==> config.mk <==
export PLATFORM = sky130hd
export DESIGN_NAME = samsun_lsu_flat
export DESIGN_NICKNAME = d
export VERILOG_FILES = /design/src/rtl/samsun_lsu_if.sv /design/src/rtl/samsun_lsu.sv /design/src/flat_wrapper.sv
export SDC_FILE = /design/constraint.sdc
export NUM_CORES = 1
export LEC_CHECK = 0
export CAP_MARGIN = 40
export CORE_UTILIZATION = 30
export CTS_CLUSTER_SIZE = 8
export DETAILED_ROUTE_END_ITERATION = 10
export GPL_TIMING_DRIVEN = 1
export PLACE_DENSITY = 0.56
export SLEW_MARGIN = 20
export SYNTH_ARGS = -nofsm -noshare
export SYNTH_HDL_FRONTEND = slang
export SYNTH_SLANG_ARGS = --single-unit
export TNS_END_PERCENT = 30
==> constraint.sdc <==
create_clock -name clk_i -period 2.34 [get_ports clk_i]
set_input_delay 0.468 -clock clk_i [delete_from_list [all_inputs] [get_ports clk_i]]
set_output_delay 0.468 -clock clk_i [all_outputs]
set_load 0.005 [all_outputs]
### Met1 routing, run 1

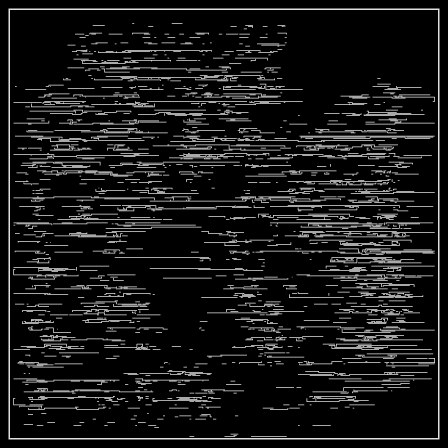
The longest straight run is 42.3 µm. 843 nets have wire on it. The layer carries 7500 µm of wire.
total detailed-routing wirelength: 18.2 mm
met1 Track Usage GR: 23.4%

### Met2 routing, run 1

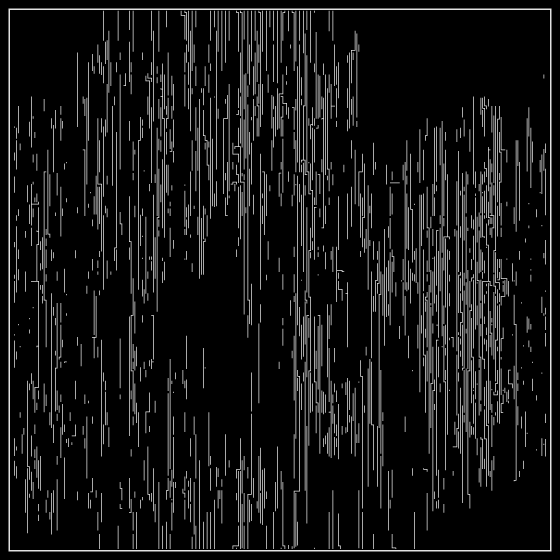
The wires run mostly vertical. The longest straight run is 49.0 µm. The layer holds 47% of the routed length.
met2 layer usage reported by global route: 33.3%
vias after detailed routing: 5259

### Metal 3, run 1

Scale bar: 50 µm. Cells faint in the background.
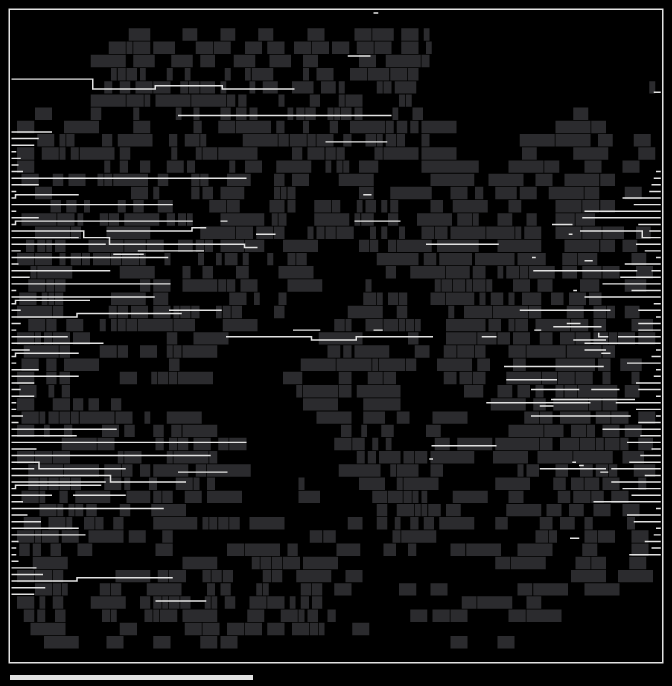
163 nets have wire on it. The wires run mostly horizontal. The longest straight run is 48.1 µm. The layer carries 1700 µm of wire.
grt met3 use: 7.45%

### Met4 routing, run 1

Scale bar: 50 µm.
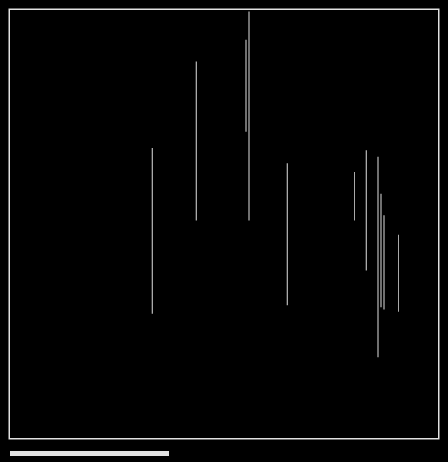
10 nets have wire on it. The layer carries 443 µm of wire. The wires run mostly vertical. The longest straight run is 65.3 µm.

==> out/notes.md, run 1 <==
CTS
- **clock tree from TritonCTS** yes
- **clock net sink count** 105
- **Resize count post-CTS** 104
- **clock-pin slew of the registers on the worst-case setup and hold paths** 0.07 ns
- **post-CTS setup-driven buffer insertion count** 15
- **Clock H-tree levels** 3
- **CTS Root Cell** sky130_fd_sc_hd__clkbuf_16

Outcome
- **outcome** finished with violations
- **failing checks** setup timing

Logic synthesis
- **synthesized area per cell** 8.22 µm²
- **share of flip-flops with an asynchronous set or reset** 0%
- **synth warn** 0
- **dominant register cell** sky130_fd_sc_hd__dfxtp_1
- **sequential area share after synthesis** 40.1%
- **number of library cell types mapped by synthesis** 46
- **synthesized flop and latch total** 105
- **cell count in the Yosys report** 638

Run
- **count of maximum capacitance violations** 0

Worst setup path
- **largest delay contributor family on the critical path** buffers and inverters
- **critical-path cell list** mux2i_4, buf_4, nor2_4, o21ai_4, a21oi_1, clkdlybuf4s50_1
- **arrival time of data at the critical path endpoint** 2.06 ns
- **cell count along the critical path** 6
- **kind of start point of the critical path** flop
- **slowest cell delay on critical path** 0.46 ns

Cells and area
- **Cell Count, Final, Fillers Out** 1072
- **combinational gate count** 473
- **area taken by flip-flops and latches** 2120 µm²
- **commonest non-fill, non-tap cell in the layout** sky130_fd_sc_hd__clkdlybuf4s50_1
- **MI comb area** 3110 µm²
- **Top class by area** combinational gates
- **filler cell count** 1651

Pwr
- **P per Cell Area** 764 nW/µm²
- **reported leakage power** 3.64 nW

STA
- **Final Skew** 0.00425 ns
- **share of the cycle needed by the critical path after routing** 108%
- **fin worst setup slack** -0.184 ns
- **count of endpoints failing setup in the final report** 18

Floorplanning
- **standard-cell row count** 47
- **area of the die** 18000 µm²
- **overall die width** 134 µm

Global route
- **antenna violations before repair** 1
- **vias in the first global route** 5220

Routing
- **initial detailed-routing violation count** 248

-- run 1: cell families after synthesis --
family          after synthesis  share of synthesized area [%]
simple gates                249                           24.2
fa+ha+maj                     6                           1.43
buf+inv                      62                           5.67
flops                       105                           40.1
compound gates              190                           23.8
mux                          25                           4.77
other cells                   1                         0.0715
-- run 1: power breakdown --
part	switching [mW]	internal, mW
sequential	0.334	2.16
clock	0.682	0.779
combinational	1.21	1.20
-- run 1: stage by stage --
step	area [µm²]	power, mW	hold WS, ns
floorplan	5250	3.66	0.432
global placement	7570	4.53	0.439
detailed placement	7570	4.58	0.451
CTS	8170	6.31	0.459
global route	8340	6.76	0.477
finish	8340	6.37	0.459
-- run 1: per-layer routing --
metal / global-route usage [%] / part of all wire [%] / vias to the layer above
met4: 7.37 / 2.4 / 0
met1: 23.4 / 41 / 2412
met3: 7.45 / 9.4 / 25
li1: - / - / 2604
met5: 0 / 0 / -
met2: 33.3 / 47 / 218
-- run 1: cell usage after synthesis, types with 9 or more instances --
cell type                    n  area (µm²)
sky130_fd_sc_hd__dfxtp_1   105        2100
sky130_fd_sc_hd__nand2_1    85         319
sky130_fd_sc_hd__nand2b_1   68         425
sky130_fd_sc_hd__o21ai_1    67         335
sky130_fd_sc_hd__nor2_1     38         143
sky130_fd_sc_hd__and2_1     33         206
sky130_fd_sc_hd__a22o_1     32         280
sky130_fd_sc_hd__a21oi_1    31         155
sky130_fd_sc_hd__mux2i_1    25         250
sky130_fd_sc_hd__clkbuf_1   22        82.6
sky130_fd_sc_hd__buf_2      21         105
sky130_fd_sc_hd__a21o_1     19         143
sky130_fd_sc_hd__and3_1      9        56.3
## Run 2: what changed since run 1
- CAP_MARGIN: 40 -> 20
- CELL_PAD_IN_SITES_DETAIL_PLACEMENT: default -> 1
- CELL_PAD_IN_SITES_GLOBAL_PLACEMENT: default -> 2
- CORE_UTILIZATION: 30 -> 24
- PLACE_DENSITY: 0.56 -> 0.77
### Metal 3, run 2

Scale bar: 50 µm. Cells faint in the background.
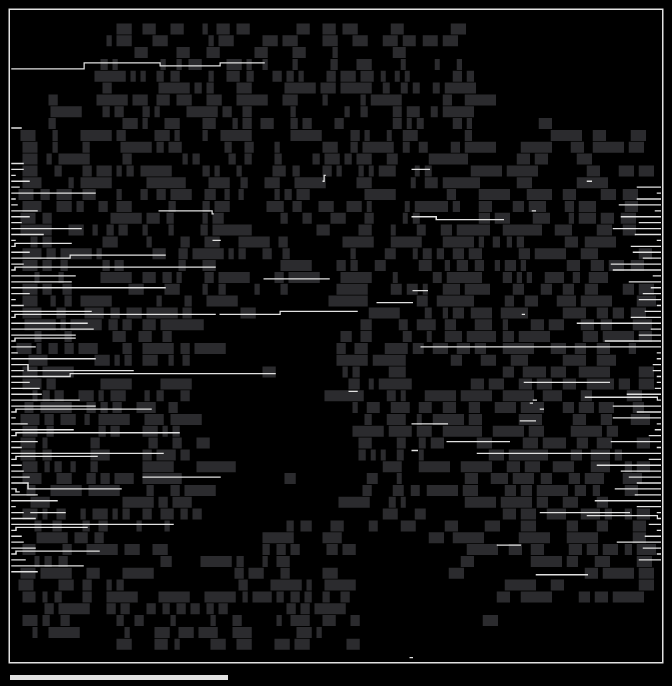
The wires run mostly horizontal. The layer holds 8.1% of the routed length. The longest straight run is 55.0 µm.
total detailed-routing wirelength: 19.9 mm
grt met3 use: 6.07%
vias after detailed routing: 5266

### Met2 routing, run 2

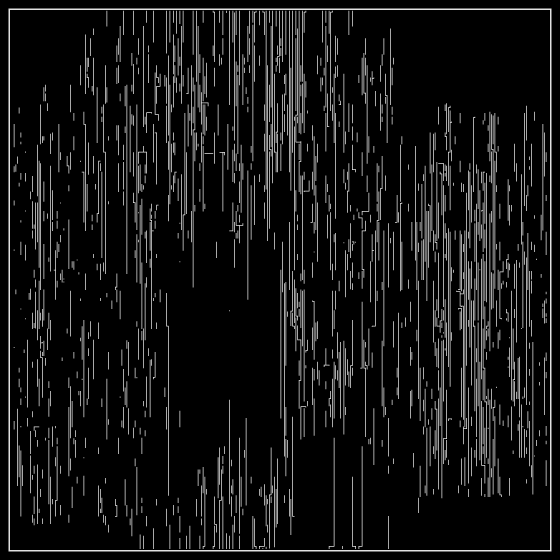
The layer holds 45% of the routed length. The longest straight run is 54.4 µm. The layer carries 8870 µm of wire. 811 nets have wire on it. The wires run mostly vertical.
met2 layer usage reported by global route: 27.4%

### Met1 routing, run 2

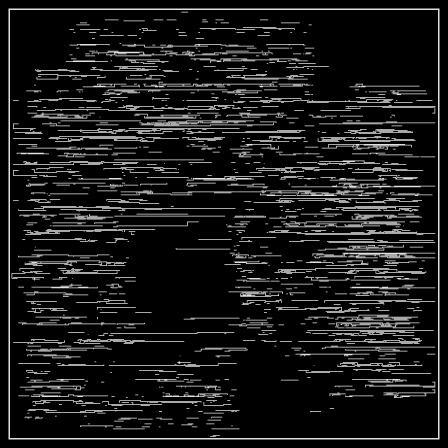
met1 Track Usage GR: 22.6%

==> out/notes.md, run 2 <==
Logic synthesis
- **AND-OR/OR-AND Cells, Area Fraction** 23.8%, unchanged
- **main kind of combinational logic by area** simple AND/OR/NAND/NOR gates
- **synth warn** 0, unchanged
- **most numerous cell in the Yosys netlist** sky130_fd_sc_hd__dfxtp_1
- **fa+ha+maj area frac** 1.43%, unchanged
- **synthesized flop and latch total** 105, unchanged
- **Top-area cell share** 40.1%, unchanged
- **MUX share of area** 4.77%, unchanged
- **dominant register cell** sky130_fd_sc_hd__dfxtp_1
- **cell count in the Yosys report** 638, unchanged
- **Simple-Gate Area Share** 24.2%, unchanged
- **cell type contributing the most total cell area after synthesis** sky130_fd_sc_hd__dfxtp_1
- **cells taking the most area after synthesis** sky130_fd_sc_hd__dfxtp_1 40%, sky130_fd_sc_hd__nand2b_1 8.1%, sky130_fd_sc_hd__o21ai_1 6.4%
- **synthesized area per cell** 8.22 µm², unchanged
- **most frequent cells after synthesis** 105 x sky130_fd_sc_hd__dfxtp_1, 85 x sky130_fd_sc_hd__nand2_1, 68 x sky130_fd_sc_hd__nand2b_1, 67 x sky130_fd_sc_hd__o21ai_1, 38 x sky130_fd_sc_hd__nor2_1
- **sequential area share after synthesis** 40.1%, unchanged

Worst setup path
- **kind of start point of the critical path** flop

Global route
- **vias in the first global route** 5409, +3.6%
- **antenna violations before repair** 0, -1
- **largest net degree at the start of global routing** 47

Run
- **warning total across the stage logs** 32
- **count of maximum capacitance violations** 0, unchanged

CTS
- **Resize count post-CTS** 99, -4.8%
- **clock net sink count** 105, unchanged
- **clock tree from TritonCTS** yes
- **Clock H-tree levels** 3, unchanged
- **clock latency reported for the late side of the worst-skew pair** 0.36 ns
- **CTS Root Cell** sky130_fd_sc_hd__clkbuf_16

Cells and area
- **commonest non-fill, non-tap cell in the layout** sky130_fd_sc_hd__clkdlybuf4s50_1
- **area taken by flip-flops and latches** 2110 µm², -0.18%
- **MI comb area** 3050 µm², -1.9%
- **Cell Count, Final, Fillers Out** 1127, +5.1%
- **filler cell count** 2487, +51%

STA
- **Final Skew** 0.0115 ns, +0.00721 ns
- **share of the cycle needed by the critical path after routing** 106%, -1.6 points
- **fin worst setup slack** -0.147 ns, +0.0374 ns
- **Worst Hold Margin** 0.457 ns, -0.00263 ns
- **count of endpoints failing setup in the final report** 17, -1
- **max-slew violation total from the final report** 0

Floorplanning
- **area of the die** 22500 µm², +25%
- **overall die width** 150 µm, +12%

Pwr
- **reported leakage power** 4.03 nW, +11%
- **P per Cell Area** 769 nW/µm², +0.61%

Outcome
- **outcome** finished with violations
- **failing checks** setup timing

Routing
- **initial detailed-routing violation count** 155, -38%

## run 2: netlist changes by cell type in the layout (fill, tap and decap cells not counted), sizes merged, moves of 2 or more
cell / delta
inv: +2
clkdlybuf4s50: -33
dlymetal6s2s: +14
clkinvlp: -2
clkdlybuf4s15: -4
buf: -2
clkbuf: -7
dlygate4sd2: +33
## run 2: worst max-delay path, cell delays in order (launching register included)
cell and delay (ns):
sky130_fd_sc_hd__dfxtp_4 0.38, sky130_fd_sc_hd__mux2i_2 0.30, sky130_fd_sc_hd__nor3_4 0.09, sky130_fd_sc_hd__o211a_4 0.28, sky130_fd_sc_hd__a21o_1 0.16, sky130_fd_sc_hd__clkdlybuf4s50_1 0.44
## run 2: layer usage
layer | share of wire [%] | vias to the layer above | track usage, %
met3 | 8.0 | 21 | 6.07
li1 | - | 2601 | -
met1 | 45 | 2474 | 22.6
met4 | 1.8 | 0 | 5.40
met5 | 0 | - | 0
met2 | 45 | 170 | 27.4
## run 2: cell families after synthesis
group	Yosys count
simple gates	249
other cells	1
mux	25
buf+inv	62
flops	105
fa+ha+maj	6
compound gates	190
## run 2: per-stage QoR
step                      cell area (µm²)  power, mW  TNS, ns
after global routing                 8370       6.87    -3.10
after detailed placement             7750       4.73   -0.441
after global placement               7750       4.70        0
after floorplan                      5250       3.66        0
final                                8370       6.44    -1.48
after CTS                            8170       6.49    -4.12
## run 2: power breakdown
group	switching, mW	internal (mW)
clock network	0.737	0.761
registers	0.311	2.16
logic	1.27	1.20
total	2.32	4.12
## run 2: cell type report
cell class	instances	share of cell area, %
flip-flops and latches	105	25.3
well taps	275	4.11
multi-input cells	473	36.4
clock inverters	5	0.463
inverters	9	0.433
repair buffers	249	30.4
clock buffers	11	2.90
Power is estimated from default activity; no workload was simulated.
